## src/rtl/line_move_pkg.sv

```systemverilog
// Shared constants and command decode for the line mover.
// Bounce mode is compiled in by defining LINE_MOVE_BOUNCE_EN.
package line_move_pkg;

  localparam int unsigned LINE_LO_DEF = 18;
  localparam int unsigned LINE_HI_DEF = 630;

  localparam logic DIR_UP = 1'b1;
  localparam logic DIR_DN = 1'b0;

  typedef enum logic [1:0] {
    CmdHold,
    CmdUp,
    CmdDn,
    CmdBoth
  } move_cmd_e;

  function automatic move_cmd_e decode_cmd(input logic up, input logic dw);
    unique case ({up, dw})
      2'b10:   return CmdUp;
      2'b01:   return CmdDn;
      2'b11:   return CmdBoth;
      default: return CmdHold;
    endcase
  endfunction

endpackage

```

## src/rtl/line_move_next.sv

```systemverilog
// Combinational next coordinate: step arithmetic, clamping to [LO,HI], load clamp and hit flags.
// LINE_MOVE_BOUNCE_EN makes UP+DW travel along the current direction and reflect at the bounds.
module line_move_next
  import line_move_pkg::*;
#(
  parameter int unsigned WIDTH  = 16,
  parameter int unsigned LO     = LINE_LO_DEF,
  parameter int unsigned HI     = LINE_HI_DEF,
  parameter int unsigned STEP_W = 4
) (
  input  logic [WIDTH-1:0]  i_q,
  input  logic [WIDTH-1:0]  i_d,
  input  logic              i_dir,
  input  logic              i_up,
  input  logic              i_dw,
  input  logic [STEP_W-1:0] i_step,
  output logic [WIDTH-1:0]  o_ld_val,
  output logic [WIDTH-1:0]  o_q_next,
  output logic              o_move,
  output logic              o_dir_next,
  output logic              o_hit_hi,
  output logic              o_hit_lo
);

  localparam logic [WIDTH:0]   LoExt = (WIDTH + 1)'(LO);
  localparam logic [WIDTH:0]   HiExt = (WIDTH + 1)'(HI);
  localparam logic [WIDTH-1:0] LoVal = WIDTH'(LO);
  localparam logic [WIDTH-1:0] HiVal = WIDTH'(HI);

  move_cmd_e        w_cmd;
  logic [WIDTH:0]   w_q_ext;
  logic [WIDTH:0]   w_d_ext;
  logic [WIDTH:0]   w_step_ext;
  logic [WIDTH:0]   w_sum;
  logic [WIDTH:0]   w_diff;
  logic [WIDTH-1:0] w_up_val;
  logic [WIDTH-1:0] w_dn_val;
  logic             w_up_hit;
  logic             w_dn_hit;

  always_comb begin
    w_cmd      = decode_cmd(i_up, i_dw);
    w_q_ext    = {1'b0, i_q};
    w_d_ext    = {1'b0, i_d};
    w_step_ext = (WIDTH + 1)'(i_step);
    w_sum      = w_q_ext + w_step_ext;
    w_diff     = w_q_ext - w_step_ext;

    w_up_val = (w_sum > HiExt) ? HiVal : w_sum[WIDTH-1:0];
    // Borrow out of the extra bit means the subtraction went below zero.
    w_dn_val = (w_diff[WIDTH] || (w_diff < LoExt)) ? LoVal : w_diff[WIDTH-1:0];
    w_up_hit = (w_up_val == HiVal) && (i_q != HiVal);
    w_dn_hit = (w_dn_val == LoVal) && (i_q != LoVal);

    if (w_d_ext < LoExt) begin
      o_ld_val = LoVal;
    end else if (w_d_ext > HiExt) begin
      o_ld_val = HiVal;
    end else begin
      o_ld_val = i_d;
    end

    o_move     = 1'b0;
    o_q_next   = i_q;
    o_dir_next = i_dir;
    o_hit_hi   = 1'b0;
    o_hit_lo   = 1'b0;

    unique case (w_cmd)
      CmdUp: begin
        o_move     = 1'b1;
        o_q_next   = w_up_val;
        o_dir_next = DIR_UP;
        o_hit_hi   = w_up_hit;
      end
      CmdDn: begin
        o_move     = 1'b1;
        o_q_next   = w_dn_val;
        o_dir_next = DIR_DN;
        o_hit_lo   = w_dn_hit;
      end
      CmdBoth: begin
`ifdef LINE_MOVE_BOUNCE_EN
        o_move = 1'b1;
        if (i_dir == DIR_UP) begin
          o_q_next = w_up_val;
          o_hit_hi = w_up_hit;
          if (w_up_val == HiVal) o_dir_next = DIR_DN;
        end else begin
          o_q_next = w_dn_val;
          o_hit_lo = w_dn_hit;
          if (w_dn_val == LoVal) o_dir_next = DIR_UP;
        end
`else
        o_move = 1'b0;
`endif
      end
      default: o_move = 1'b0;
    endcase
  end

endmodule

```

## src/rtl/line_move_counter.sv

```systemverilog
// Loadable, clamped up/down coordinate counter for one moving display line.
// Defining LINE_MOVE_BOUNCE_EN enables autonomous bounce on simultaneous UP+DW.
module line_move_counter
  import line_move_pkg::*;
#(
  parameter int unsigned WIDTH  = 16,
  parameter int unsigned LO     = LINE_LO_DEF,
  parameter int unsigned HI     = LINE_HI_DEF,
  parameter int unsigned STEP_W = 4
) (
  input  logic              clk,
  input  logic              reset,
  input  logic              tick,
  input  logic              UP,
  input  logic              DW,
  input  logic              LD,
  input  logic [WIDTH-1:0]  D,
  input  logic [STEP_W-1:0] step,
  output logic [WIDTH-1:0]  Q,
  output logic              UTC,
  output logic              DTC,
  output logic              hit_hi,
  output logic              hit_lo,
  output logic              dir
);

  localparam logic [WIDTH-1:0] LoVal = WIDTH'(LO);
  localparam logic [WIDTH-1:0] HiVal = WIDTH'(HI);

  logic [WIDTH-1:0] r_q;
  logic             r_dir;
  logic             r_hit_hi;
  logic             r_hit_lo;

  logic [WIDTH-1:0] w_ld_val;
  logic [WIDTH-1:0] w_q_next;
  logic             w_move;
  logic             w_dir_next;
  logic             w_hit_hi;
  logic             w_hit_lo;

  logic [WIDTH-1:0] w_q_d;
  logic             w_dir_d;
  logic             w_hit_hi_d;
  logic             w_hit_lo_d;

  line_move_next #(
    .WIDTH  (WIDTH),
    .LO     (LO),
    .HI     (HI),
    .STEP_W (STEP_W)
  ) u_next (
    .i_q        (r_q),
    .i_d        (D),
    .i_dir      (r_dir),
    .i_up       (UP),
    .i_dw       (DW),
    .i_step     (step),
    .o_ld_val   (w_ld_val),
    .o_q_next   (w_q_next),
    .o_move     (w_move),
    .o_dir_next (w_dir_next),
    .o_hit_hi   (w_hit_hi),
    .o_hit_lo   (w_hit_lo)
  );

  // Load beats movement; pulses only survive one cycle after a landing move.
  always_comb begin
    w_q_d      = r_q;
    w_dir_d    = r_dir;
    w_hit_hi_d = 1'b0;
    w_hit_lo_d = 1'b0;
    if (LD) begin
      w_q_d = w_ld_val;
    end else if (tick && w_move) begin
      w_q_d      = w_q_next;
      w_dir_d    = w_dir_next;
      w_hit_hi_d = w_hit_hi;
      w_hit_lo_d = w_hit_lo;
    end
  end

  always_ff @(posedge clk) begin
    if (reset) begin
      r_q      <= LoVal;
      r_dir    <= DIR_UP;
      r_hit_hi <= 1'b0;
      r_hit_lo <= 1'b0;
    end else begin
      r_q      <= w_q_d;
      r_dir    <= w_dir_d;
      r_hit_hi <= w_hit_hi_d;
      r_hit_lo <= w_hit_lo_d;
    end
  end

  assign Q      = r_q;
  assign dir    = r_dir;
  assign hit_hi = r_hit_hi;
  assign hit_lo = r_hit_lo;
  assign UTC    = (r_q == HiVal);
  assign DTC    = (r_q == LoVal);

endmodule

```

## config.mk

```make
export PLATFORM = sky130hd
export DESIGN_NAME = line_move_counter
export DESIGN_NICKNAME = d
export VERILOG_FILES = /design/src/rtl/line_move_pkg.sv /design/src/rtl/line_move_next.sv /design/src/rtl/line_move_counter.sv
export SDC_FILE = /design/constraint.sdc
export NUM_CORES = 1
export LEC_CHECK = 0
export CORE_MARGIN = 2
export CORE_UTILIZATION = 55
export DETAILED_ROUTE_END_ITERATION = 16
export DONT_BUFFER_PORTS = 1
export PLACE_DENSITY = 0.73
export SLEW_MARGIN = 20
export SYNTH_ARGS = -nofsm -noshare
export SYNTH_HDL_FRONTEND = slang
export SYNTH_SLANG_ARGS = --single-unit
```

## constraint.sdc

```tcl
create_clock -name clk -period 4.5 [get_ports clk]
set_clock_uncertainty 0.2 [all_clocks]
set_input_delay 0.9 -clock clk [delete_from_list [all_inputs] [get_ports clk]]
set_output_delay 0.9 -clock clk [all_outputs]
set_load 0.05 [all_outputs]
```

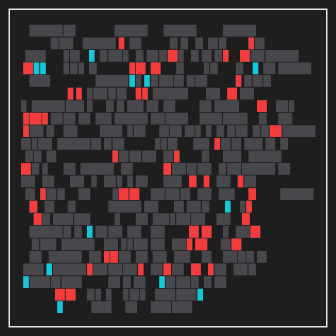
Fig. 1. Logic cells by family (run 1).
| color | family | cells | most used |
|---|---|---|---|
| red | NAND gates | 52 | nand2_1 |
| cyan | inverters | 13 | inv_1 |

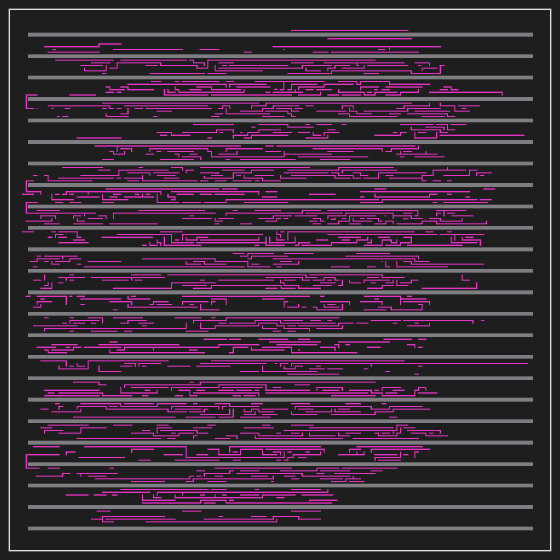
Fig. 2. M1 wires (run 1).
Supply wires on this layer in gray.
wire length on this layer: 3160 um
longest straight run: 29.9 um
main direction: horizontal
nets with wire on the layer: 318

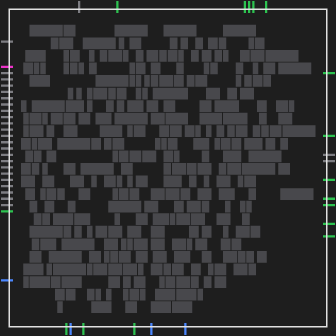
Fig. 3. Ports around the boundary (run 1).
Pins as bars across the die edge, other pins in gray.
| color | port | pins | direction | edge |
|---|---|---|---|---|
| blue | `step` | 4 | input | 3 south, 1 west |
| magenta | `dir` | 1 | output | west |
| green | `Q` | 16 | output | 7 east, 5 north, 3 south, 1 west |
all pins by edge: 26 west, 9 east, 6 north, 6 south

==> CHANGELOG.md, run 1 <==
### Implementation results

- Most instantiated library cell after synthesis: nor2_1
- Post-Synthesis Cells: 317
- Synth mux share: roughly 1.9%
- Largest register FFs: 16
- Met1 WL: roughly 3.2 mm
- Switching share of total power: 45.0%
- Row count: 23
- Number of max-cap violations: 0
- Max Root-Sink Buffers: 2
- Setup tns final: 0 ns
- Cell count after placement: 352
- Layout Nets: 345
- Clk pwr share: 21.2%
- Status: finished clean
- Total power: 0.605 mW
- Hold Crit Class: input port to flop
- WP buf/inv: 0
- FFs & Latches: 19
- Synth Warn #: 0
- Final Cycle Share: 85.9%
- Bufs w/o clock: 8
- M2 GR Usage: 47.4%
- Tmin final: 3.86 ns
- Routed wire length: ~7 mm
- Async set-or-reset flop fraction in the synthesized netlist: 0%
- Startpoint Class: flop
- Cell taking the most area after synthesis: dfxtp_1
- Adder-cell share of the synthesized area: 7.24%
- Crit path depth: 8
- Congestion Overflow GR: 0
- Worst path slowest cell: dfxtp_1
- FILL cells: approximately 400
- Cell leakage power: 0.847 nW
- First-pass GRT wire length: 11.0 mm
- P_int: 0.333 mW
- Vias: 2482
- CTS tree: yes
- Reg2Reg Depth: 8
- Reg power frac: 34.6%
- Max Clk Rate: 0.259 GHz
- Post-Syn Area per Cell: 7.20 um^2
- Core Footprint: 4000 um^2
- Post-CTS Repair Setup Buffers: 0
- Die X-Extent: 68.4 um
- Logic inverters: 13
- Most frequent cells after synthesis: nor2_1, nand2_1, clkbuf_1, dfxtp_1
- ANT nets after route: 0
- Met2 wire len: 3.02 mm
- Top layer in use: met4
- Power share of the combinational group: 44.2%
- PnR worst setup slack: 0.636 ns
- Clk tree area frac: 1.97%
- Family with the most delay on the worst path: AND-OR/OR-AND gates
- Clock-net power: roughly 0.13 mW
- Reg clk slew, reported paths: 0.09 ns
- Power Dens Cells: 257 nW/um^2
- Comb area share: approximately three quarters
- Antenna diode count: 0
- Die ar.: 4680 um^2
- Drt via density: 6.97
- Total CTS buffers: 3
- NetSw: 0.273 mW
==> run 2: changes to the inputs <==
Settings changed: SLEW_MARGIN 20 to 10.
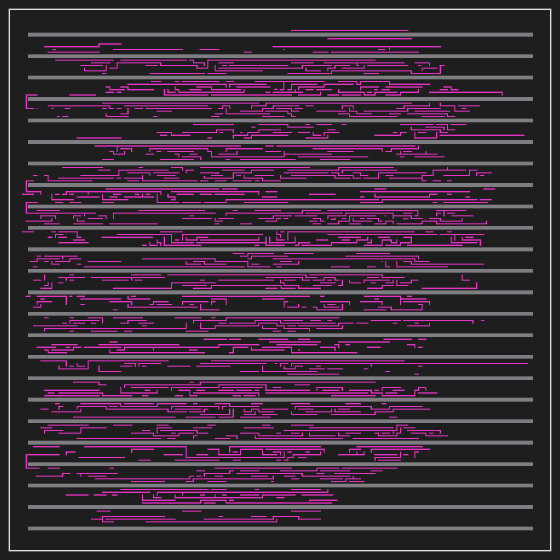
Fig. 4. M1 wires (run 2).
Supply wires on this layer in gray.
wire length on this layer: 3160 um
share of all routed wire: 45%

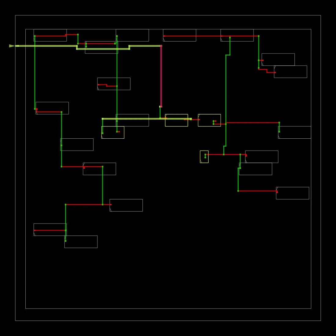
Fig. 5. The clock network (run 2).
clock latency on the worst-skew pair: 0.27 ns
total CTS buffers: 3
FFs & Latches: 19
clkbuf count: 3
clock-net power: 0.128 mW

==> run 2 against run 1 <==
Synthesized area unchanged; power unchanged; worst setup slack unchanged; utilization unchanged; register-to-register slack about the same; sequential power about the same; cell area unchanged; non-clock buffer count unchanged; hold slack unchanged; critical path type unchanged; largest power group unchanged.
==> CHANGELOG.md, run 2 <==
### Implementation results

- Post-Synthesis Cells: 317 (unchanged)
- Area Growth Syn to Fin: 3.13%
- ANT nets after route: 0 (unchanged)
- Met2 wire len: 3.02 mm (unchanged)
- Setup tns final: 0 ns (unchanged)
- Total power: 0.605 mW (unchanged)
- WL per Instance: 19.7 um
- FILL cells: 390 (unchanged)
- H-tree levels: 1
- Design area: approximately 2400 um^2
- Final setup violating endpoints: 0
- Post-Syn Area per Cell: 7.20 um^2 (unchanged)
- Syn Nets: 355
- Top-area cell share: around 17%
- Power share of the combinational group: 44.2% (about the same)
- Simple Share, Synth: 31.2%
- Final Max Slew Viols: 0
- Family with the most delay on the worst path: AND-OR/OR-AND gates
- Io pins: between 40 and 50
- Slew @ Worst Pin: 1.04 ns
- M2 GR Usage: 47.4% (unchanged)
- Status: finished clean
- Die H: 68.4 um
- Reg2reg end: hit_hi
- Final design utilization: approximately 60%
- FF+latch count, synth: 19
- Most instantiated library cell after synthesis: nor2_1
- Max Clk Rate: 0.259 GHz (unchanged)
- Fin cells: 356
- Die ar.: 4680 um^2 (unchanged)
- PnR worst setup slack: 0.636 ns (unchanged)
- Adder-cell share of the synthesized area: 7.24% (unchanged)
- DR iter-0 viols: 272
- Largest register FFs: 16 (unchanged)
- Vias in the first global route: approximately 2.1k
- Crit end category: flop
- Reg power frac: 34.6% (about the same)
- Leading power group: combinational logic
- Max Root-Sink Buffers: 2 (unchanged)
- Routed wire length: 7.00 mm (unchanged)
- Met3 Wirelength: 757 um
- CTS resizes: 0
- Logic area: between 1500 and 2000 um^2
- Drt via density: 6.97 (unchanged)
- Worst setup path start: Q[1]
- RSZ-0062 raised after global routing: false
- Clk pwr share: 21.2% (about the same)
- Die X-Extent: 68.4 um (unchanged)
- Setup crit end: hit_hi
- Critical-path maximum fanout: 10
- Synth mux share: 1.87% (unchanged)
- Crit path depth: 8 (unchanged)
- NetSw: 0.273 mW (unchanged)
- Critical path data arrival time: 3.77 ns
- XOR Share, Synth: about 5.0%
- First-pass GRT wire length: 11.0 mm (unchanged)
- Bufs w/o clock: 8 (unchanged)
- CTS tree: yes
- WS Path Type: flop to flop
- GP Congestion: between 0.9 and 1
- Number of max-cap violations: 0 (unchanged)
- Biggest Area Class: combinational gates
- Rel. slew slack: 30.7%
- Yosys aoi share: between 30% and 40%
- Most used DFF post-synth: dfxtp_1
- Final Cycle Share: 85.9% (unchanged)
- Async set-or-reset flop fraction in the synthesized netlist: 0% (unchanged)
- Beginning of the worst hold path: reset
- Cell count after placement: 352 (unchanged)
- Core Footprint: 4000 um^2 (unchanged)
- Post-CTS Repair Setup Buffers: 0 (unchanged)
- Commonest Layout Cell: nor2_1
- Comb area share: 74.6% (unchanged)
- Worst vdd ir: 0.201 mV
- NonClk Buf Share: between 2 and 3%
- Logic inverters: 13 (unchanged)
- Congestion Overflow GR: 0 (unchanged)
- Worst path slowest cell: dfxtp_1
- Layout Nets: 345 (unchanged)
- Number of cells in Yosys stat: 317
- Total track usage: 31.5%
- Switching share of total power: 45.0% (unchanged)
- Share of layout cells above drive strength 1: 8.17%
- Hold Path Sink: Q[2]
- Seq/Total Area, Yosys: 16.7%
- CP cell instances: ha_1, nand2b_1, a211oi_1, o2111ai_1, a32o_1, a21oi_2, nor2_1, a2111oi_0
- Startpoint Class: flop
- Top cells by area: dfxtp_1, ha_1, nor2_1, nand2_1, a21oi_1
- Reg2Reg Depth: 8 (unchanged)
- Post-Place Worst Slack: 0.531 ns
- Top cells excl fill/tap: nor2_1, nand2_1, dfxtp_1
- Met1 WL: 3.16 mm (unchanged)
- Top layer in use: met4
- Combinational logic power: 0.268 mW
- Tap Cells: 50
- TritonRoute pass-1 iters: 5
- Flop-to-flop setup slack: 0.64 ns
- Fp util: a little under three fifths
- Cell leakage power: 0.847 nW (unchanged)
- DRC violations left: 0
- Tmin final: 3.86 ns (unchanged)
- Antenna diode count: 0 (unchanged)
- WP buf/inv: 0 (unchanged)
- DP Area: 2310 um^2
- Largest net degree at the start of global routing: 21
- Synthesis area per yosys: between 2000 and 2500 um^2
- Post-Syn Area: around 2300 um^2
- Log Warnings: 31
- Sequential power: 0.209 mW
- Hold Crit Class: input port to flop
- Reg clk slew, reported paths: 0.09 ns (about the same)
- Row count: 23 (unchanged)
- Most frequent cells after synthesis: nor2_1, nand2_1, clkbuf_1, dfxtp_1
- Reg2reg start: Q[1]
- Cell Type Count: around 62
- Clk tree area frac: 1.97% (unchanged)
- Hold WS: 0.497 ns
- Power Dens Cells: 257 nW/um^2 (unchanged)
- Synth Warn #: 0 (unchanged)
- Cell taking the most area after synthesis: dfxtp_1
- P_int: 0.333 mW (unchanged)
- Hpwl dp: 5.25 mm
- Grt met3 use: approximately 8.6%
- Vias: 2482 (unchanged)
- Worst Hold Depth: 1
==> run 3: changes to the inputs <==
Settings changed: CTS_CLUSTER_SIZE set to 14, SKIP_CTS_REPAIR_TIMING set to 1.
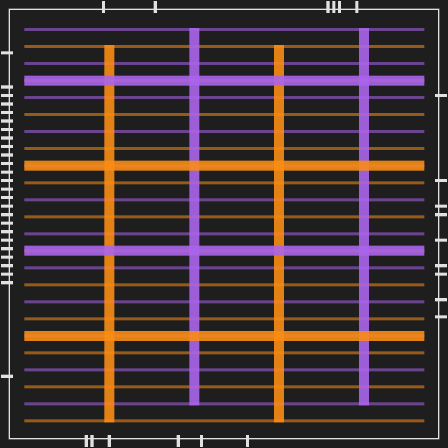
Fig. 6. Power grid (run 3).
Pins as bars on the die edge.
| color | net |
|---|---|
| orange | VSS |
| purple | VDD |
rows: 23
signal pins: 47

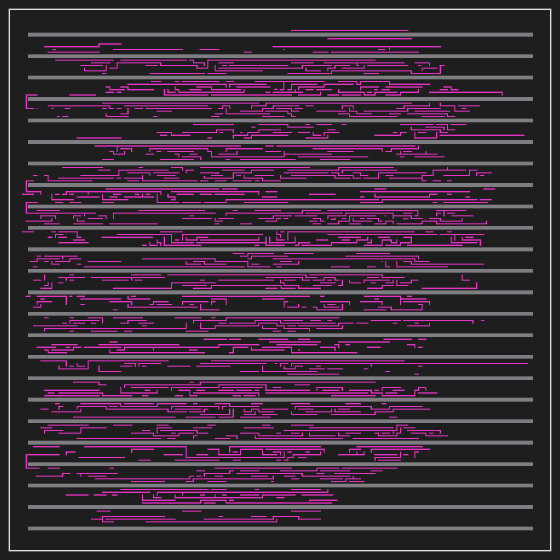
Fig. 7. M1 wires (run 3).
Supply wires on this layer in gray.
longest straight run: 29.9 um
main direction: horizontal
share of all routed wire: 45%
wire length on this layer: 3160 um

==> run 3 against run 2 <==
Synthesized area unchanged; first-iteration DRC count did not move; maximum frequency did not move; count of clock-buffer cells in the layout stayed put; register-to-register slack about the same; power stayed put; critical path depth did not move; global-route usage unchanged; utilization stayed put; die area did not move; largest cell class unchanged.
==> CHANGELOG.md, run 3 <==
### Implementation results

- Die H: 68.4 um (unchanged)
- Reg2reg start: Q[1]
- Adder-cell share of the synthesized area: 7.24% (unchanged)
- Async set-or-reset flop fraction in the synthesized netlist: 0% (unchanged)
- Synth Warn #: 0 (unchanged)
- Grt met3 use: 8.55% (unchanged)
- Critical-path maximum fanout: 10 (unchanged)
- Clk tree area frac: 1.97% (unchanged)
- H-tree levels: 1 (unchanged)
- Synthesis area per yosys: 2280 um^2 (unchanged)
- Flop-to-flop setup slack: 0.64 ns (about the same)
- Setup crit end: hit_hi
- Area Growth Syn to Fin: 3.13% (unchanged)
- Crit path depth: 8 (unchanged)
- Worst path slowest cell: dfxtp_1
- Global Route met1 Usage: 45.6%
- RSZ-0062 raised after global routing: false
- Total track usage: 31.5% (unchanged)
- Tmin final: 3.86 ns (unchanged)
- Worst vdd ir: 0.201 mV (unchanged)
- Reg power frac: 34.6% (about the same)
- Design area: 2350 um^2 (unchanged)
- DP Area: 2310 um^2 (unchanged)
- Cell taking the most area after synthesis: dfxtp_1
- Slew @ Worst Pin: 1.04 ns (unchanged)
- Most instantiated library cell after synthesis: nor2_1
- NonClk Buf Share: 2.55% (unchanged)
- Syn Nets: 355 (unchanged)
- Clkbuf count: 3 (unchanged)
- Hpwl dp: 5.25 mm (unchanged)
- Post-Syn Area per Cell: 7.20 um^2 (unchanged)
- WL per Instance: 19.7 um (unchanged)
- Family with the most delay on the worst path: AND-OR/OR-AND gates
- CP cell instances: ha_1, nand2b_1, a211oi_1, o2111ai_1, a32o_1, a21oi_2, nor2_1, a2111oi_0
- Core Footprint: 4000 um^2 (unchanged)
- Worst Hold Depth: 1 (unchanged)
- Bufs w/o clock: 8 (unchanged)
- Hold WS: 0.497 ns (unchanged)
- P_int: 0.333 mW (unchanged)
- Post-Place Worst Slack: 0.531 ns (unchanged)
- Yosys aoi share: 31.6% (unchanged)
- Reg2reg end: hit_hi
- Vias: 2482 (unchanged)
- Total power: 0.605 mW (unchanged)
- Power share of the combinational group: 44.2% (about the same)
- Top cells excl fill/tap: nor2_1, nand2_1, dfxtp_1
- Initial antenna violation count: 0
- FILL cells: 390 (unchanged)
- Layout Nets: 345 (unchanged)
- DRC violations left: 0 (unchanged)
- Sequential power: 0.209 mW (about the same)
- Cell Type Count: 62 (unchanged)
- Row count: 23 (unchanged)
- Startpoint Class: flop
- Comb area share: 74.6% (unchanged)
- Met3 Wirelength: 757 um (unchanged)
- Setup tns final: 0 ns (unchanged)
- Multi-input gate count: ~260
- GP Congestion: 0.964 (unchanged)
- Max Root-Sink Buffers: 2 (unchanged)
- Number of cells in Yosys stat: 317 (unchanged)
- M2 GR Usage: 47.4% (unchanged)
- Share of layout cells above drive strength 1: 8.17% (unchanged)
- Logic area: 1750 um^2 (unchanged)
- Reg2Reg Depth: 8 (unchanged)
- Rel. slew slack: 30.7% (unchanged)
- Largest register FFs: 16 (unchanged)
- Post-Synthesis Cells: 317 (unchanged)
- Vias in the first global route: 2149 (unchanged)
- ANT nets after route: 0 (unchanged)
- Die X-Extent: 68.4 um (unchanged)
- Switching share of total power: 45.0% (unchanged)
- Fin cells: 356 (unchanged)
- Number of max-cap violations: 0 (unchanged)
- Top cells by area: dfxtp_1, ha_1, nor2_1, nand2_1, a21oi_1
- Final Cycle Share: 85.9% (unchanged)
- Log Warnings: 31 (unchanged)
- FFs & Latches: 19 (unchanged)
- Post-Syn Area: 2280 um^2 (unchanged)
- WS Path Type: flop to flop
- First-pass GRT wire length: 11.0 mm (unchanged)
- Max Clk Rate: 0.259 GHz (unchanged)
- Synth mux share: 1.87% (unchanged)
- Top layer in use: met4
- Crit end category: flop
- TritonRoute pass-1 iters: 5 (unchanged)
- Status: finished clean
- Congestion Overflow GR: 0 (unchanged)
- Critical path data arrival time: 3.77 ns (about the same)
- Antenna diode count: 0 (unchanged)
- Final design utilization: 58.8% (unchanged)
- NetSw: 0.273 mW (unchanged)
- Final Max Slew Viols: 0 (unchanged)
- Combinational logic power: 0.268 mW (about the same)
- Die ar.: 4680 um^2 (unchanged)
- Seq/Total Area, Yosys: 16.7% (unchanged)
- CTS tree: yes
- Hold Path Sink: Q[2]
- Met2 wire len: 3.02 mm (unchanged)
- Cell leakage power: 0.847 nW (unchanged)
- Hold Crit Class: input port to flop
- Clk pwr share: 21.2% (about the same)
- Reg clk slew, reported paths: 0.09 ns (about the same)
- Drt via density: 6.97 (unchanged)
- Clock-net power: 0.128 mW (about the same)
- Clock latency on the worst-skew pair: 0.27 ns (about the same)
- WP buf/inv: 0 (unchanged)
- DR iter-0 viols: 272 (unchanged)
- Most frequent cells after synthesis: nor2_1, nand2_1, clkbuf_1, dfxtp_1
- Cell count after placement: 352 (unchanged)
- Worst setup path start: Q[1]
- Met1 WL: 3.16 mm (unchanged)
- Final setup violating endpoints: 0 (unchanged)
- PnR worst setup slack: 0.636 ns (unchanged)
- Most used DFF post-synth: dfxtp_1
- Fp util: 57.0% (unchanged)
- Beginning of the worst hold path: reset
- Power Dens Cells: 257 nW/um^2 (unchanged)
- Leading power group: combinational logic
- Io pins: 47 (unchanged)
- Total CTS buffers: 3 (unchanged)
- Largest net degree at the start of global routing: 21 (unchanged)
- Routed wire length: 7.00 mm (unchanged)
- Simple Share, Synth: 31.2% (unchanged)
- Tap Cells: 50 (unchanged)
- Top-area cell share: 16.7% (unchanged)
- Commonest Layout Cell: nor2_1
- FF+latch count, synth: 19 (unchanged)
- Logic inverters: 13 (unchanged)
Power is estimated from default activity; no workload was simulated.
